==> images/flops_by_reg.png <==
Scale: 1.5 px per um. Other sequential cells in the stronger gray, the rest of the logic in the fainter gray.
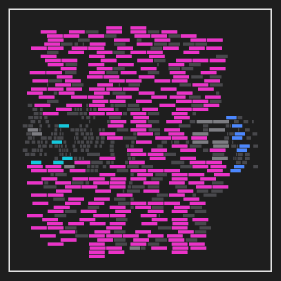
==> images/congestion.png <==
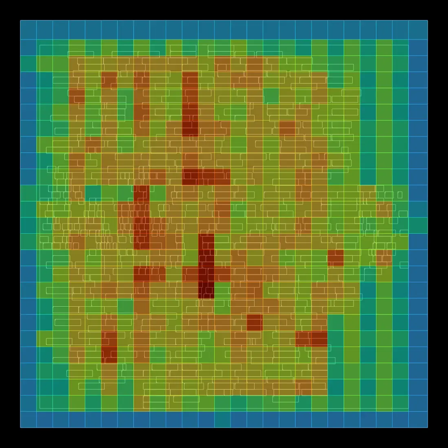
## src/rtl/lattice_single_port_ram_bwe.sv

```systemverilog
// Single-port RAM with valid/ready request port, per-lane write mask, read response strobe and zero-fill.
// Optional macro SP_RAM_OUT_REG_EN adds an output register stage (read latency 2 instead of 1).
module lattice_single_port_ram_bwe #(
   parameter int              AW       = 5,
   parameter int              DW       = 8,
   parameter int              LW       = 8,
   parameter logic [DW-1:0]   INIT_VAL = '0
) (
   input  logic                clk,
   input  logic                reset,
   input  logic                req_valid,
   output logic                req_ready,
   input  logic                req_we,
   input  logic [AW-1:0]       req_addr,
   input  logic [DW/LW-1:0]    req_wmask,
   input  logic [DW-1:0]       req_wdata,
   input  logic                clear,
   output logic                rsp_valid,
   output logic [DW-1:0]       rsp_data,
   output logic                fill_busy
);
   localparam int SIZE = 2**AW;
   localparam int NL   = DW/LW;
`ifdef SP_RAM_OUT_REG_EN
   localparam int STAGES = 3;
`else
   localparam int STAGES = 2;
`endif

   typedef enum logic {FILL, RUN} state_t;

   state_t                  state, state_n;
   logic [AW-1:0]           fill_addr, fill_addr_n;
   logic [NL-1:0][LW-1:0]   mem [SIZE];
   logic [STAGES:1]         vld_pipe;
   logic [STAGES-1:1][DW-1:0] dpipe;
   logic                    fill_we, wr_acc, rd_acc;

   // Requests are dropped while reset is held so the array stays untouched.
   assign fill_we = (state == FILL) && !reset;
   assign wr_acc  = req_valid && req_ready && req_we && !reset;
   assign rd_acc  = req_valid && req_ready && !req_we && !reset;

   always_comb begin
      state_n     = state;
      fill_addr_n = fill_addr;
      case (state)
         FILL: begin
            fill_addr_n = fill_addr + AW'(1);
            if (fill_addr == {AW{1'b1}}) state_n = RUN;
         end
         RUN: begin
            if (clear) begin
               state_n     = FILL;
               fill_addr_n = '0;
            end
         end
         default: state_n = FILL;
      endcase
   end

   always_ff @(posedge clk) begin
      if (reset) begin
         state     <= FILL;
         fill_addr <= '0;
         req_ready <= 1'b0;
         fill_busy <= 1'b1;
      end else begin
         state     <= state_n;
         fill_addr <= fill_addr_n;
         req_ready <= (state_n == RUN);
         fill_busy <= (state_n == FILL);
      end
   end

   // Single write port: fill and request writes never overlap since req_ready is low in FILL.
   always_ff @(posedge clk) begin
      if (fill_we)
         mem[fill_addr] <= INIT_VAL;
      else if (wr_acc)
         for (int k = 0; k < NL; k++)
            if (req_wmask[k]) mem[req_addr][k] <= req_wdata[k*LW +: LW];
      if (rd_acc) dpipe[1] <= mem[req_addr];
      for (int i = 2; i < STAGES; i++)
         if (vld_pipe[i-1]) dpipe[i] <= dpipe[i-1];
   end

   // Clear does not flush the pipe; only reset drops in-flight reads.
   always_ff @(posedge clk) begin
      if (reset) begin
         vld_pipe <= '0;
         rsp_data <= '0;
      end else begin
         vld_pipe[1] <= rd_acc;
         for (int i = 2; i <= STAGES; i++) vld_pipe[i] <= vld_pipe[i-1];
         if (vld_pipe[STAGES-1]) rsp_data <= dpipe[STAGES-1];
      end
   end

   assign rsp_valid = vld_pipe[STAGES];

endmodule

```

## config.mk

```make
export PLATFORM = sky130hd
export DESIGN_NAME = lattice_single_port_ram_bwe
export DESIGN_NICKNAME = d
export VERILOG_FILES = /design/src/rtl/lattice_single_port_ram_bwe.sv
export SDC_FILE = /design/constraint.sdc
export NUM_CORES = 1
export LEC_CHECK = 0
export CORE_MARGIN = 8
export CORE_UTILIZATION = 45
export CTS_CLUSTER_DIAMETER = 200
export CTS_CLUSTER_SIZE = 24
export DETAILED_ROUTE_END_ITERATION = 7
export SYNTH_ARGS = -nofsm -noshare
export SYNTH_HDL_FRONTEND = slang
export SYNTH_SLANG_ARGS = --single-unit
```

## constraint.sdc

```tcl
create_clock -name clk -period 5.55 [get_ports clk]
set_input_delay 1.11 -clock clk [delete_from_list [all_inputs] [get_ports clk]]
set_output_delay 1.11 -clock clk [all_outputs]
set_load 0.03 [all_outputs]
```

==> flow_summary.ini <==
; flow metrics
[outcome]
outcome = finished clean

[synth]
synth-adder-area-share_pct = 0.223
synth-compound-area-share_pct = 3.15
synthFlopType = edfxtp_1
ys_async_sr_fraction_pct = 0
synth.net_count = 558
top_area_cell = edfxtp_1
post_synth_num_cell_types = 32
ys_cells = 537
edf_count = 264
simple_gate_area_share_pct = 3.72
area_leaders = edfxtp_1 (71%), mux4_2 (16%), dfxtp_1 (3.0%), a22oi_1 (1.7%), clkbuf_1 (0.91%)
post-synth-top-count-cell = edfxtp_1
syn-mean-instance-area_um2 = 20.9

[floorplanning]
num_rows = 57
core_area_um2 = 24400
nWellTaps = 324

[global_routing]
grt_pass1_wl_um = 36400

[sta]
final.min_clock_period_ns = 3.83
rsz_0062_raised_after_global_routing = no
post-route-worst-setup-slack_ns = 1.72
final.hold.worst_slack_ns = 0.511
min_period_over_period_pct = 69.0
max_freq_ghz = 0.261
final_max_slew_viol_count = 0

[final_layout]
clk_buf = 23
drive_gt1_share_pct = 21.6
final_cell_mix = edfxtp_1 (264), mux4_2 (80), clkdlybuf4s50_1 (27)
inverters_excl_clock = 2
comb-cell-share_pct = 22.5
buffers = 45
largestClassByArea = sequential cells
fin_nets = 586
flop-count = 281

[power_and_ir_drop]
vdd.ir_drop.worst_v = 0.000213
power.leakage_nw = 3.10
p_total_mw = 3.60

[drt]
m1WireLength_um = 11100
maxUsedRoutingLayer = met4
drtIter0Drc = 626

[setup_path]
critical_path_depth = 5
ff2ff_path_depth = 3
crit_start = reset
cp_cell_sequence = clkdlybuf4s50_1, buf_4, and3b_1, nand4b_1, a22oi_1
critical_path_peak_fanout = 25
worstPathArrival_ns = 3.95
crit_family = simple AND/OR/NAND/NOR gates
worst_setup_path_category = input port to register
cp_num_buf_inv = 2
r2r_start = state
critPathMaxStageDelay_ns = 0.98
cp.required_ns = 5.67

[clock_tree]
tritoncts.num_buffers = 15
cts_setup_buffers = 0
cts-root-to-sink-buffers = 3
cts-htree-levels = 1
clkSinkCount = 281

[place]
numPlacedInstances = 872
placed_area_um2 = 11900
dp_slack_ns = 1.21
globalplace.congestion = 0.833
port-buffer-count = 29

[worst_hold_path]
hold_path.class = register to register
## Picture notes: flops_by_reg.png
Key: cyan = `fill_addr` [sequential cells 5, where west]; magenta = `mem` [sequential cells 256]; blue = `rsp_data` [sequential cells 8, where east]
Another 12 sequential cells are not colored.
flip-flop and latch power: 2.30 mW
footprint of the flip-flops and latches: 8270 um^2
utilization after layout: 50.3%
proportion of cell area occupied by registers: 67.4%

## Picture notes: congestion.png
M3 GR Usage: 2.05%
met2 usage: 25.0%
total track usage: 15.8%
routed len/inst: 26.9 um
global-route met1 utilization: 23.5%

how the worst min path moves through the flow:
stage	start	to	slack, ns	depth (start not counted)
final	dpipe[1]	rsp_data[1]	0.51	2
after global routing	dpipe[1]	rsp_data[1]	0.53	2
after CTS	dpipe[1]	rsp_data[1]	0.51	2
after detailed placement	rsp_data[7]	rsp_data[7]	0.49	2
after global placement	dpipe[5]	rsp_data[5]	0.48	2
after floorplan	dpipe[0]	rsp_data[0]	0.46	2
state kept, by name, indices dropped and copies added (netlist names):
register	count
mem	256
fill_addr	5
dpipe	8
fill_busy	1
vld_pipe	2
state	1
rsp_data	8
power breakdown:
part / internal [mW] / switching (mW) / total [mW]
clock network: 0.517 / 0.641 / 1.16
logic: 0.0618 / 0.0743 / 0.136
registers: 2.30 / 0.00624 / 2.30
No activity file was given, so power comes from the tool's default toggle rates.
